layer_met1.png
Bar = 50 um.
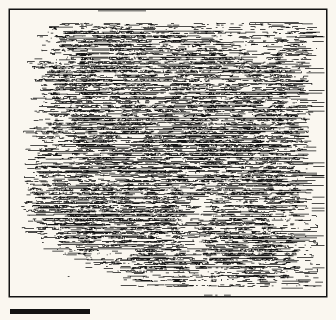
layer_met2.png
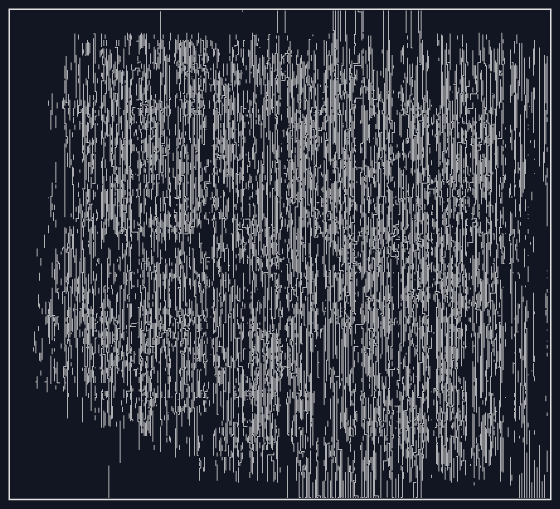
layer_met3.png
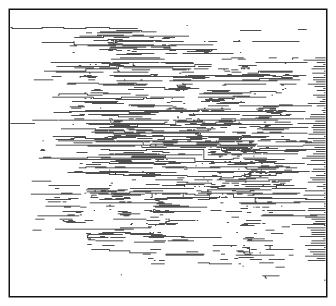
layer_met4.png
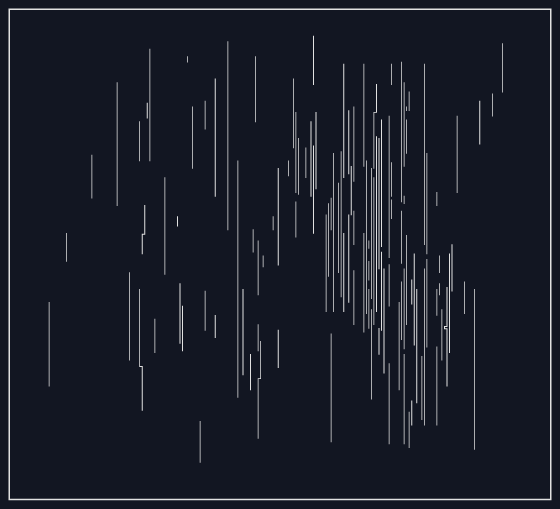
## src/rtl/up_reg_bank_if.sv

```systemverilog
// up_* microprocessor bus between the USB-SPI master and the register bank.
// The master drives address, strobes and write data; the bank returns
// registered read data.
interface up_reg_bank_if;
  logic [31:0] up_addr;
  logic        up_wr;
  logic        up_rd;
  logic [31:0] up_wr_data;
  logic [31:0] up_rd_data;

  modport master (
    output up_addr,
    output up_wr,
    output up_rd,
    output up_wr_data,
    input  up_rd_data
  );

  modport slave (
    input  up_addr,
    input  up_wr,
    input  up_rd,
    input  up_wr_data,
    output up_rd_data
  );
endinterface

```

## src/rtl/up_reg_bank.sv

```systemverilog
// up_reg_bank: tester register bank on the up_* bus.
// Holds VERSION/SCRATCH/CTRL, command pulses, interrupt status and mask,
// two 64-bit event counters with hi-word snapshot, and a synchronized
// status vector. Read data is registered (latency 1).
// Build option: define UP_REG_BANK_CNT_SAT_EN to make the TX/RX counters
// saturate at all-ones instead of wrapping to zero.
module up_reg_bank #(
  parameter logic [31:0] BASE_ADDR = 32'h0000_0000,
  parameter logic [31:0] VERSION   = 32'h2014_0102,
  parameter int          STATUS_W  = 16
) (
  input  logic                up_clk,
  input  logic                up_rst_n,
  up_reg_bank_if.slave        up,
  output logic [31:0]         ctrl_o,
  output logic [7:0]          cmd_pulse_o,
  input  logic [7:0]          evt_i,
  output logic                irq_o,
  input  logic                tx_inc_i,
  input  logic                rx_inc_i,
  input  logic [STATUS_W-1:0] status_i
);

  localparam logic [7:0] OFF_VERSION = 8'h00;
  localparam logic [7:0] OFF_SCRATCH = 8'h01;
  localparam logic [7:0] OFF_CTRL    = 8'h02;
  localparam logic [7:0] OFF_CMD     = 8'h03;
  localparam logic [7:0] OFF_IRQ_ST  = 8'h04;
  localparam logic [7:0] OFF_IRQ_MSK = 8'h05;
  localparam logic [7:0] OFF_TX_LO   = 8'h06;
  localparam logic [7:0] OFF_TX_HI   = 8'h07;
  localparam logic [7:0] OFF_RX_LO   = 8'h08;
  localparam logic [7:0] OFF_RX_HI   = 8'h09;
  localparam logic [7:0] OFF_STATUS  = 8'h0A;

  // One counter step; saturating or wrapping depending on the build.
  function automatic logic [63:0] cnt_step(input logic [63:0] c);
`ifdef UP_REG_BANK_CNT_SAT_EN
    cnt_step = (&c) ? c : c + 64'd1;
`else
    cnt_step = c + 64'd1;
`endif
  endfunction

  logic          hit;
  logic [7:0]    offset;
  logic          wr_hit;
  logic          rd_hit;
  logic          cnt_clr;
  logic          tx_snap;
  logic          rx_snap;
  logic          stat_w1c;

  logic [31:0]   scratch;
  logic [31:0]   ctrl;
  logic [7:0]    cmd_pulse;
  logic [7:0]    irq_stat;
  logic [7:0]    irq_stat_next;
  logic [7:0]    irq_mask;
  logic          irq;
  logic [63:0]   cnt_tx;
  logic [63:0]   cnt_rx;
  logic [31:0]   tx_shadow;
  logic [31:0]   rx_shadow;
  logic [STATUS_W-1:0] status_meta;
  logic [STATUS_W-1:0] status_sync;
  logic [31:0]   status_ext;
  logic [31:0]   rd_mux;
  logic [31:0]   rd_data;

  assign hit      = (up.up_addr[31:8] == BASE_ADDR[31:8]);
  assign offset   = up.up_addr[7:0];
  assign wr_hit   = up.up_wr & hit;
  assign rd_hit   = up.up_rd & hit;
  assign cnt_clr  = wr_hit && (offset == OFF_CMD) && up.up_wr_data[0];
  assign tx_snap  = rd_hit && (offset == OFF_TX_LO);
  assign rx_snap  = rd_hit && (offset == OFF_RX_LO);
  assign stat_w1c = wr_hit && (offset == OFF_IRQ_ST);

  // Per-bit status next state: a new event beats a coincident W1C.
  // Status vector zero-extended to the 32-bit read width.
  generate
    for (genvar gi = 0; gi < 8; gi++) begin : g_irq_bit
      assign irq_stat_next[gi] = evt_i[gi] |
                                 (irq_stat[gi] & ~(stat_w1c & up.up_wr_data[gi]));
    end
    for (genvar gi = 0; gi < 32; gi++) begin : g_status_ext
      if (gi < STATUS_W) begin : g_bit
        assign status_ext[gi] = status_sync[gi];
      end else begin : g_zero
        assign status_ext[gi] = 1'b0;
      end
    end
  endgenerate

  // Software-writable registers and the one-cycle command pulses.
  always_ff @(posedge up_clk or negedge up_rst_n) begin
    if (!up_rst_n) begin
      scratch   <= '0;
      ctrl      <= '0;
      irq_mask  <= '0;
      cmd_pulse <= '0;
    end else begin
      cmd_pulse <= (wr_hit && offset == OFF_CMD) ? up.up_wr_data[7:0] : 8'h00;
      if (wr_hit && offset == OFF_SCRATCH) scratch  <= up.up_wr_data;
      if (wr_hit && offset == OFF_CTRL)    ctrl     <= up.up_wr_data;
      if (wr_hit && offset == OFF_IRQ_MSK) irq_mask <= up.up_wr_data[7:0];
    end
  end

  // Interrupt status register and the registered interrupt output.
  always_ff @(posedge up_clk or negedge up_rst_n) begin
    if (!up_rst_n) begin
      irq_stat <= '0;
      irq      <= 1'b0;
    end else begin
      irq_stat <= irq_stat_next;
      irq      <= |(irq_stat & irq_mask);
    end
  end

  // TX counter and its hi-word snapshot taken on a LO read.
  always_ff @(posedge up_clk or negedge up_rst_n) begin
    if (!up_rst_n) begin
      cnt_tx    <= '0;
      tx_shadow <= '0;
    end else begin
      if (cnt_clr)       cnt_tx <= '0;
      else if (tx_inc_i) cnt_tx <= cnt_step(cnt_tx);
      if (cnt_clr)       tx_shadow <= '0;
      else if (tx_snap)  tx_shadow <= cnt_tx[63:32];
    end
  end

  // RX counter and its hi-word snapshot taken on a LO read.
  always_ff @(posedge up_clk or negedge up_rst_n) begin
    if (!up_rst_n) begin
      cnt_rx    <= '0;
      rx_shadow <= '0;
    end else begin
      if (cnt_clr)       cnt_rx <= '0;
      else if (rx_inc_i) cnt_rx <= cnt_step(cnt_rx);
      if (cnt_clr)       rx_shadow <= '0;
      else if (rx_snap)  rx_shadow <= cnt_rx[63:32];
    end
  end

  // Two-flop synchronizer for the asynchronous status inputs.
  always_ff @(posedge up_clk or negedge up_rst_n) begin
    if (!up_rst_n) begin
      status_meta <= '0;
      status_sync <= '0;
    end else begin
      status_meta <= status_i;
      status_sync <= status_meta;
    end
  end

  // Read multiplexer; misses and unmapped offsets read as zero.
  always_comb begin
    rd_mux = 32'h0;
    if (hit) begin
      case (offset)
        OFF_VERSION: rd_mux = VERSION;
        OFF_SCRATCH: rd_mux = scratch;
        OFF_CTRL:    rd_mux = ctrl;
        OFF_IRQ_ST:  rd_mux = {24'h0, irq_stat};
        OFF_IRQ_MSK: rd_mux = {24'h0, irq_mask};
        OFF_TX_LO:   rd_mux = cnt_tx[31:0];
        OFF_TX_HI:   rd_mux = tx_shadow;
        OFF_RX_LO:   rd_mux = cnt_rx[31:0];
        OFF_RX_HI:   rd_mux = rx_shadow;
        OFF_STATUS:  rd_mux = status_ext;
        default:     rd_mux = 32'h0;
      endcase
    end
  end

  // Registered read data; holds between reads and sees pre-write values.
  always_ff @(posedge up_clk or negedge up_rst_n) begin
    if (!up_rst_n) rd_data <= '0;
    else if (up.up_rd) rd_data <= rd_mux;
  end

  assign up.up_rd_data = rd_data;
  assign ctrl_o        = ctrl;
  assign cmd_pulse_o   = cmd_pulse;
  assign irq_o         = irq;

endmodule

```

## src/flat_wrapper.sv

```systemverilog
// flat-port wrapper written by rule: the top's interface ports become plain ports
module up_reg_bank_flat 
#(
  parameter logic [31:0] BASE_ADDR = 32'h0000_0000,
  parameter logic [31:0] VERSION   = 32'h2014_0102,
  parameter int          STATUS_W  = 16
)
  (up_clk, up_rst_n, ctrl_o, cmd_pulse_o, evt_i, irq_o, tx_inc_i, rx_inc_i, status_i, up_up_addr, up_up_wr, up_up_rd, up_up_wr_data, up_up_rd_data);
  up_reg_bank_if up_i ();
  input  logic up_clk;
  input  logic up_rst_n;
  output logic [31:0] ctrl_o;
  output logic [7:0] cmd_pulse_o;
  input  logic [7:0] evt_i;
  output logic irq_o;
  input  logic tx_inc_i;
  input  logic rx_inc_i;
  input  logic [STATUS_W-1:0] status_i;
  input wire logic [$bits(up_i.up_addr)-1:0] up_up_addr;
  input wire logic [$bits(up_i.up_wr)-1:0] up_up_wr;
  input wire logic [$bits(up_i.up_rd)-1:0] up_up_rd;
  input wire logic [$bits(up_i.up_wr_data)-1:0] up_up_wr_data;
  output wire logic [$bits(up_i.up_rd_data)-1:0] up_up_rd_data;
  assign up_i.up_addr = up_up_addr;
  assign up_i.up_wr = up_up_wr;
  assign up_i.up_rd = up_up_rd;
  assign up_i.up_wr_data = up_up_wr_data;
  assign up_up_rd_data = up_i.up_rd_data;
  up_reg_bank #(.BASE_ADDR(BASE_ADDR), .VERSION(VERSION), .STATUS_W(STATUS_W)) u_core (.up_clk(up_clk), .up_rst_n(up_rst_n), .up(up_i), .ctrl_o(ctrl_o), .cmd_pulse_o(cmd_pulse_o), .evt_i(evt_i), .irq_o(irq_o), .tx_inc_i(tx_inc_i), .rx_inc_i(rx_inc_i), .status_i(status_i));
endmodule
```

## config.mk

```make
export PLATFORM = sky130hd
export DESIGN_NAME = up_reg_bank_flat
export DESIGN_NICKNAME = d
export VERILOG_FILES = /design/src/rtl/up_reg_bank_if.sv /design/src/rtl/up_reg_bank.sv /design/src/flat_wrapper.sv
export SDC_FILE = /design/constraint.sdc
export NUM_CORES = 1
export LEC_CHECK = 0
export ABC_AREA = 1
export CORE_ASPECT_RATIO = 0.9
export CORE_MARGIN = 5
export CORE_UTILIZATION = 60
export CTS_BUF_LIST = sky130_fd_sc_hd__clkbuf_2 sky130_fd_sc_hd__clkbuf_4 sky130_fd_sc_hd__clkbuf_8
export DETAILED_ROUTE_END_ITERATION = 6
export GPL_ROUTABILITY_DRIVEN = 0
export PLACE_DENSITY = 0.82
export SYNTH_ARGS = -nofsm -noshare
export SYNTH_HDL_FRONTEND = slang
export SYNTH_SLANG_ARGS = --single-unit
```

## constraint.sdc

```tcl
create_clock -name up_clk -period 2.8 [get_ports up_clk]
set_clock_uncertainty 0.1 [all_clocks]
set_input_delay 0.28 -clock up_clk [delete_from_list [all_inputs] [get_ports up_clk]]
set_output_delay 0.28 -clock up_clk [all_outputs]
set_load 0.02 [all_outputs]
```

==> qor.csv <==
stage,metric,value,unit
outcome,outcome,completed,
setup_path,critPathCaptureType,flop,
global_route,grt_pass1_vias,18404,
cells_and_area,layout_top_cell,nand2_1,
setup_path,timing.setup.critical_path_class,flop to flop,
clocking,cts.root.buffer_cell,clkbuf_8,
clocking,clock_tree_from_tritoncts,yes,
clocking,worst_skew_pair.late_latency,640,ps
cells_and_area,final_stage_net_count,2975,
setup_path,critPathArrivalTime,2630,ps
setup_path,critical_path.slowest_cell,dfrtp_1,
final_timing,max-slew-margin-rel,48.5,%
global_route,remaining_global_route_overflow,0,
yosys,synth_flops,345,
flow_run,timing.max_cap.violations,0,
clocking,cts.repair.resized,0,
cells_and_area,final_standard_cell_count_with_taps_included_and_fillers_excluded,3330,
clocking,clock_sink_count,345,
pwr,seq_power_share,47.2,%
final_timing,report.final.setup_viol,0,
pwr,internal_power,8.27,mW
global_route,grt_max_degree,85,
pwr,p_leak,11.6,nW
yosys,top_cell_area_share,45.6,%
setup_path,worstPathCellList,ha_1 > nand3_1 > nor2_1 > nand3_1 > inv_2 > nand2_2 > nor2_1 > nand3_1 > nand2_1 > nor2_1,
clocking,max-clock-path-buffers,3,
setup_path,path_delay_family,simple AND/OR/NAND/NOR gates,
yosys,ys_async_sr_fraction,100,%
detailed_routing,drt_first_iter_violations,2982,
pwr,part_of_the_power_in_the_clock_network,40.4,%
setup_path,cp.buffers_inverters,1,
flow_run,warnings,26,
final_timing,timing_hold_violations_final,0,
floorplan,initial_utilization,61.1,%
global_route,grt.total_usage,36.8,%
yosys,yosysSeqAreaShare,45.6,%
pwr,power_switching_share,29.4,%
floorplan,die_h,179,um
yosys,synth_warnings,0,
final_timing,finalMaxSlewViolations,0,
setup_path,setup.worst_path.start_class,flop,
-- layer_met1.png (at the start) --
longest straight run: 47.8 um
main direction: horizontal
total number of vias: 19674
Routed Wire Length: 65500 um

-- layer_met2.png (at the start) --
nets with wire on the layer: 2387
longest straight run: 51.0 um
main direction: vertical
wire length on this layer: 27.3 mm
met2 Use GR: 54.6%

-- layer_met3.png (at the start) --
wire length on this layer: 10100 um
share of all routed wire: 15%
nets with wire on the layer: 545

-- layer_met4.png (at the start) --
longest straight run: 86.4 um
wire length on this layer: 3050 um
share of all routed wire: 4.7%

## per-stage QoR
step / instance area [um2] / util, % / power, mW
finish: 22400 / 72.3 / 11.7
global route: 22400 / 72.3 / 12.1
CTS: 22400 / 72.3 / 11.6
detailed placement: 21100 / 67.9 / 6.98
global placement: 21100 / 67.9 / 6.91
floorplan: 18900 / - / 6.32
## state kept, by name, summed over array words and instances (netlist names), 16 cells and up
register and flops:
u_core.cnt_rx 64, u_core.cnt_tx 64, u_core.ctrl_o 32, u_core.rx_shadow 32, u_core.scratch 32, u_core.tx_shadow 32
u_core.up.up_rd_data 32, u_core.status_meta 16, u_core.status_sync 16
## synth_stat cells (all sizes together), types with 4 or more instances
master and count:
nand3 242, nand4 103, o21ai 118, xor2 9
nor2 445, and2 4, nand2 863, inv 300
nor3 26, buf 60, or2 5, dfrtp 345
nand3b 18, clkbuf 34, a21o 8, a21oi 84
xnor2 6, o21bai 6
## worst register-to-register path, delay by kind of cell (launching register included)
| family | cells | cell delay [ps] |
|---|---|---|
| buf+inv | 1 | 180 |
| fa+ha+maj | 1 | 230 |
| flops | 1 | 470 |
| simple gates | 8 | 1120 |
## power by group through the flow
stage / Clock (mW) / Combinational, mW / Sequential [mW]
2_1_floorplan: 0 / 0.869 / 5.45
3_3_place_gp: 0 / 1.33 / 5.58
3_5_place_dp: 0 / 1.39 / 5.59
4_1_cts: 4.72 / 1.43 / 5.50
5_1_grt: 4.94 / 1.61 / 5.54
6_report: 4.73 / 1.46 / 5.53
## repair_timing
item,4_1_cts,5_1_grt
hold buffers,16,0
buffers inserted,0,0
endpoints found under the hold margin,84,0
## metal layers
layer	global-route usage, %	wire [um]
met2	54.6	27300
met4	14.1	3050
met5	0	0
met3	11.2	10100
met1	51.3	25100
## area by class of cell
class	instances	area [um2]	share of cell area (%)
antenna	2	5.00	0.0223
clock inverter	14	135	0.603
sequential	345	8630	38.5
multi-input combinational	1949	8700	38.8
inverter	300	1130	5.02
timing repair buffer	227	2250	10.0
clock buffer	84	1060	4.74
tap	409	512	2.28
## kinds of logic (layout without fill, tap and decap cells)
kind of cell    after synthesis  in the layout  share of synthesized area (%)
simple gates               1710           1710                           38.9
buf+inv                     394            625                           8.47
flops                       345            345                           45.6
compound gates              222            222                           6.22
xor+xnor                     15             15                          0.694
fa+ha+maj                     2              2                          0.132
other cells                   0              2                              0
## final timing paths
| path | slack (ps) | depth (start not counted) | start | endpoint |
|---|---|---|---|---|
| worst max-delay path | 590 | 10 | u_core.cnt_tx[0] | u_core.cnt_tx[38] |
| worst min-delay path | 10 | 1 | status_i[1] | u_core.status_meta[1] |
| worst max register to register | 590 | 10 | u_core.cnt_tx[0] | u_core.cnt_tx[38] |
| worst min register to register | 250 | 0 | u_core.status_meta[7] | u_core.status_sync[7] |
| max in group asynchronous | 1590 | 3 | up_rst_n | u_core.rx_shadow[1] |
| min in group asynchronous | 120 | 2 | up_rst_n | u_core.ctrl_o[6] |
No activity file was given, so power comes from the tool's default toggle rates.
